[src/rtl/cpu_pkg.sv]
// Shared definitions for the CPU run controller: FSM state encoding and
// command opcodes carried on the command port.
package cpu_pkg;

  localparam logic [2:0] ST_IDLE  = 3'd0;
  localparam logic [2:0] ST_FETCH = 3'd1;
  localparam logic [2:0] ST_EXEC  = 3'd2;
  localparam logic [2:0] ST_MEM   = 3'd3;
  localparam logic [2:0] ST_WB    = 3'd4;

  localparam logic [1:0] CMD_NOP  = 2'b00;
  localparam logic [1:0] CMD_RUN  = 2'b01;
  localparam logic [1:0] CMD_STEP = 2'b10;
  localparam logic [1:0] CMD_HALT = 2'b11;

endpackage

[src/rtl/cpu_sequencer_if.sv]
// Command port of the run controller: a valid/ready handshake carrying
// RUN/STEP/HALT/NOP opcodes from the debug host to the sequencer.
interface cpu_sequencer_if;
  import cpu_pkg::*;

  logic       cmd_valid;
  logic [1:0] cmd_op;
  logic       cmd_ready;

  modport master (output cmd_valid, output cmd_op, input cmd_ready);
  modport slave  (input cmd_valid, input cmd_op, output cmd_ready);

endinterface

[src/rtl/sat_counter.sv]
// Saturating up-counter with synchronous clear; holds at all-ones instead
// of wrapping. Clear takes priority over increment.
module sat_counter #(
  parameter int W = 16
) (
  input  logic         clk,
  input  logic         reset,
  input  logic         clr,
  input  logic         inc,
  output logic [W-1:0] q
);

  logic [W-1:0] q_q, q_d;

  always_comb begin
    q_d = q_q;
    if (clr) begin
      q_d = '0;
    end else if (inc && (q_q != {W{1'b1}})) begin
      q_d = q_q + {{(W-1){1'b0}}, 1'b1};
    end
  end

  always_ff @(posedge clk or negedge reset) begin
    if (!reset) q_q <= '0;
    else        q_q <= q_d;
  end

  assign q = q_q;

endmodule

[src/rtl/cpu_sequencer.sv]
// Multi-cycle run controller: steps each instruction through
// FETCH/EXEC/MEM/WB, gates PC/register/memory writes, handles breakpoints.
module cpu_sequencer
  import cpu_pkg::*;
#(
  parameter int PC_W     = 8,
  parameter int CNT_W    = 16,
  parameter int MEM_WAIT = 1
) (
  input  logic             clk,
  input  logic             reset,
  cpu_sequencer_if.slave   cmd,
  input  logic             bp_en,
  input  logic [PC_W-1:0]  bp_addr,
  input  logic [PC_W-1:0]  pc,
  input  logic             mem_access,
  output logic             ir_load,
  output logic             pc_en,
  output logic             rf_wr_gate,
  output logic             mem_wr_gate,
  output logic             busy,
  output logic             halted,
  output logic             bp_hit,
  output logic [CNT_W-1:0] cycle_count,
  output logic [CNT_W-1:0] instr_count
);

  localparam logic [2:0] LAST_WAIT = 3'(MEM_WAIT);

  logic [2:0] state_q, state_d;
  logic [2:0] wait_q, wait_d;
  logic       halt_req_q, halt_req_d;
  logic       step_mode_q, step_mode_d;
  logic       skip_bp_q, skip_bp_d;
  logic       bp_hit_q, bp_hit_d;
  logic       cnt_clr;
  logic       bp_match;
  logic       halt_cmd;

  assign cmd.cmd_ready = 1'b1;
  assign halt_cmd      = cmd.cmd_valid && (cmd.cmd_op == CMD_HALT);
  // The first FETCH after a RUN/STEP ignores the breakpoint so a resume always retires one instruction.
  assign bp_match      = bp_en && (pc == bp_addr) && !skip_bp_q;

  always_comb begin
    state_d     = state_q;
    wait_d      = wait_q;
    halt_req_d  = halt_req_q;
    step_mode_d = step_mode_q;
    skip_bp_d   = skip_bp_q;
    bp_hit_d    = bp_hit_q;
    cnt_clr     = 1'b0;

    if ((state_q != ST_IDLE) && halt_cmd) halt_req_d = 1'b1;

    case (state_q)
      ST_IDLE: begin
        if (cmd.cmd_valid) begin
          case (cmd.cmd_op)
            CMD_RUN, CMD_STEP: begin
              state_d     = ST_FETCH;
              step_mode_d = (cmd.cmd_op == CMD_STEP);
              skip_bp_d   = 1'b1;
              bp_hit_d    = 1'b0;
            end
            CMD_HALT: cnt_clr = 1'b1;
            default: ;
          endcase
        end
      end
      ST_FETCH: begin
        if (bp_match) begin
          state_d    = ST_IDLE;
          bp_hit_d   = 1'b1;
          halt_req_d = 1'b0;
        end else begin
          state_d   = ST_EXEC;
          skip_bp_d = 1'b0;
        end
      end
      ST_EXEC: begin
        if (mem_access) begin
          state_d = ST_MEM;
          wait_d  = 3'd0;
        end else begin
          state_d = ST_WB;
        end
      end
      ST_MEM: begin
        if (wait_q == LAST_WAIT) state_d = ST_WB;
        else                     wait_d  = wait_q + 3'd1;
      end
      ST_WB: begin
        // A HALT landing in the WB cycle itself must still stop after this instruction.
        if (step_mode_q || halt_req_q || halt_cmd) begin
          state_d    = ST_IDLE;
          halt_req_d = 1'b0;
        end else begin
          state_d = ST_FETCH;
        end
      end
      default: state_d = ST_IDLE;
    endcase
  end

  always_ff @(posedge clk or negedge reset) begin
    if (!reset) begin
      state_q     <= ST_IDLE;
      wait_q      <= 3'd0;
      halt_req_q  <= 1'b0;
      step_mode_q <= 1'b0;
      skip_bp_q   <= 1'b0;
      bp_hit_q    <= 1'b0;
    end else begin
      state_q     <= state_d;
      wait_q      <= wait_d;
      halt_req_q  <= halt_req_d;
      step_mode_q <= step_mode_d;
      skip_bp_q   <= skip_bp_d;
      bp_hit_q    <= bp_hit_d;
    end
  end

  // ir_load must also drop on a breakpoint FETCH, so it is the one output that looks at pc.
  assign ir_load     = (state_q == ST_FETCH) && !bp_match;
  assign pc_en       = (state_q == ST_WB);
  assign rf_wr_gate  = (state_q == ST_WB);
  assign mem_wr_gate = (state_q == ST_MEM) && (wait_q == LAST_WAIT);
  assign halted      = (state_q == ST_IDLE);
  assign busy        = (state_q != ST_IDLE);
  assign bp_hit      = bp_hit_q;

  sat_counter #(.W(CNT_W)) u_cycle_cnt (
    .clk   (clk),
    .reset (reset),
    .clr   (cnt_clr),
    .inc   (state_q != ST_IDLE),
    .q     (cycle_count)
  );

  sat_counter #(.W(CNT_W)) u_instr_cnt (
    .clk   (clk),
    .reset (reset),
    .clr   (cnt_clr),
    .inc   (state_q == ST_WB),
    .q     (instr_count)
  );

endmodule

[src/flat_wrapper.sv]
// flat-port wrapper written by rule: the top's interface ports become plain ports
module cpu_sequencer_flat import cpu_pkg::*;
#(
  parameter int PC_W     = 8,
  parameter int CNT_W    = 16,
  parameter int MEM_WAIT = 1
)
  (clk, reset, bp_en, bp_addr, pc, mem_access, ir_load, pc_en, rf_wr_gate, mem_wr_gate, busy, halted, bp_hit, cycle_count, instr_count, cmd_cmd_valid, cmd_cmd_op, cmd_cmd_ready);
  cpu_sequencer_if cmd_i ();
  input  logic clk;
  input  logic reset;
  input  logic bp_en;
  input  logic [PC_W-1:0] bp_addr;
  input  logic [PC_W-1:0] pc;
  input  logic mem_access;
  output logic ir_load;
  output logic pc_en;
  output logic rf_wr_gate;
  output logic mem_wr_gate;
  output logic busy;
  output logic halted;
  output logic bp_hit;
  output logic [CNT_W-1:0] cycle_count;
  output logic [CNT_W-1:0] instr_count;
  input wire logic [$bits(cmd_i.cmd_valid)-1:0] cmd_cmd_valid;
  input wire logic [$bits(cmd_i.cmd_op)-1:0] cmd_cmd_op;
  output wire logic [$bits(cmd_i.cmd_ready)-1:0] cmd_cmd_ready;
  assign cmd_i.cmd_valid = cmd_cmd_valid;
  assign cmd_i.cmd_op = cmd_cmd_op;
  assign cmd_cmd_ready = cmd_i.cmd_ready;
  cpu_sequencer #(.PC_W(PC_W), .CNT_W(CNT_W), .MEM_WAIT(MEM_WAIT)) u_core (.clk(clk), .reset(reset), .cmd(cmd_i), .bp_en(bp_en), .bp_addr(bp_addr), .pc(pc), .mem_access(mem_access), .ir_load(ir_load), .pc_en(pc_en), .rf_wr_gate(rf_wr_gate), .mem_wr_gate(mem_wr_gate), .busy(busy), .halted(halted), .bp_hit(bp_hit), .cycle_count(cycle_count), .instr_count(instr_count));
endmodule
[config.mk]
export PLATFORM = sky130hd
export DESIGN_NAME = cpu_sequencer_flat
export DESIGN_NICKNAME = d
export VERILOG_FILES = /design/src/rtl/cpu_pkg.sv /design/src/rtl/cpu_sequencer_if.sv /design/src/rtl/sat_counter.sv /design/src/rtl/cpu_sequencer.sv /design/src/flat_wrapper.sv
export SDC_FILE = /design/constraint.sdc
export NUM_CORES = 1
export LEC_CHECK = 0
export CAP_MARGIN = 40
export CORE_MARGIN = 5
export CORE_UTILIZATION = 50
export CTS_BUF_LIST = sky130_fd_sc_hd__clkbuf_8
export CTS_CLUSTER_SIZE = 8
export DETAILED_ROUTE_END_ITERATION = 6
export PLACE_DENSITY = 0.82
export SLEW_MARGIN = 30
export SYNTH_ARGS = -nofsm -noshare
export SYNTH_HDL_FRONTEND = slang
export SYNTH_SLANG_ARGS = --single-unit
[constraint.sdc]
create_clock -name clk -period 4.1 [get_ports clk]
set_input_delay 0.41 -clock clk [delete_from_list [all_inputs] [get_ports clk]]
set_output_delay 0.41 -clock clk [all_outputs]
set_load 0.05 [all_outputs]
==> qor.rpt <==
============================================================================
Total routed wirelength                                              5520 um
Antenna diode instance count                                               0
Max-slew violations                                                        0
Seq/Total Area, Yosys                                                  43.8%
Leading post-synthesis cells by cell area                       dfrtp_1 (44%), xnor2_1 (6.2%), nand2_1 (4.5%)
Total power density per cell area                                 703 nW/um2
Routed wire length on met3                                            325 um
Placer Congestion                                                      0.861
Global-route wire length before repair                               9320 um
Non-filler cells in the finished layout                                  366
Fmax                                                               0.348 GHz
Final Cell Area                                                     3150 um2
Period utilization                                                     70.0%
Clock period minus worst slack                                       2.87 ns
Share of synthesized registers carrying an async set or reset           100%
CP max stage cell                                               clkdlybuf4s50_1
Static leakage                                                       1.32 nW
Overall overflow remaining after global route                              0
Gate Count Post-Synth                                                    249
Final Setup Violations                                                     0
Initial antenna violation count                                            0
Routed met2 length                                                   2690 um
Global Route met1 Usage                                                23.6%
Met2 Usage GRT                                                         31.3%
Worst path required time                                             3.69 ns
Nets@finish                                                              340
Result of the run                                               finished clean
Dominant logic cell types in the final layout                   clkdlybuf4s50_1 (60), dfrtp_1 (42), nand2_1 (29)
Post-DR vias/cell                                                       5.80
Mux cell area share                                                    4.69%
Initial cell density of the core                                       51.2%
Hold/Removal Path Class                                          in -> async
Count of input and output buffers                                         61
Most frequent cell after synthesis                                   dfrtp_1
Number of global-route vias before repair                               2009
Maximum clock insertion buffer count                                       2
Cell taking the most area after synthesis                            dfrtp_1
Pin count of the biggest net entering global routing                      23
============================================================================
[where the power goes]
group,internal (mW),switching [mW]
combinational,0.422,0.735
clock,0.133,0.139
sequential,0.563,0.220
total,1.12,1.09
[logic make-up (layout without fill, tap and decap cells)]
kind of cell    Yosys count  count (layout)
xor+xnor                 19              19
buf+inv                  10              73
flops                    42              42
mux                      11              11
simple gates            115             115
other cells               1               1
compound gates           45              45
fa+ha+maj                 6               6
[final cells by class]
type,count,area [um2]
Fill cell,398,1550
Multi-Input combinational cell,197,1290
Sequential cell,42,1050
Timing Repair Buffer,62,633
Clock buffer,6,82.6
Tap cell,54,67.6
Inverter,3,11.3
Clock inverter,2,8.76
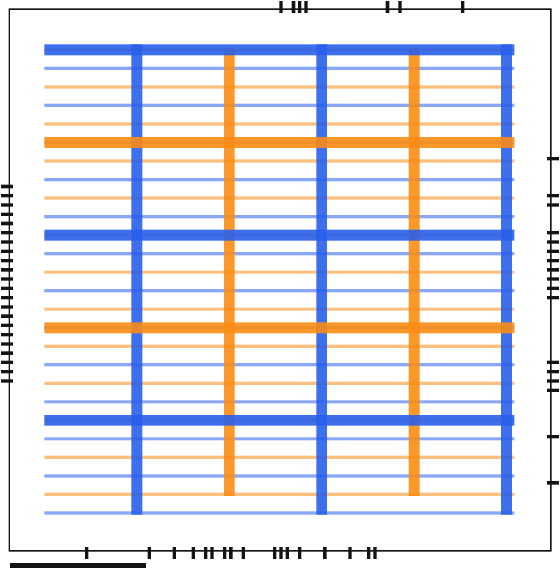
**Above:** supply network.
Scale bar: 20 um. Pins as bars on the die edge.
[blue] VSS
[orange] VDD
rows: 25
met4 straps: 5
met5 straps: 5
signal pins: 63
met1 rails: 26
die width: 79.3 um
core area: 4690 um2
maximum vdd ir drop: 0.406 mV
vertical extent of the die: 79.3 um

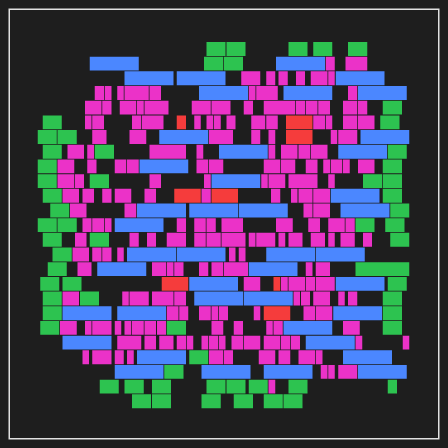
**Above:** cells coloured by class.
[magenta] all other logic | cells: 200
[green] other buffers and delay cells | cells: 62
[blue] flip-flops | cells: 42
[red] clock drivers and dummy loads | cells: 8

Power figures rest on the tool's default switching activity, not on a simulated workload.
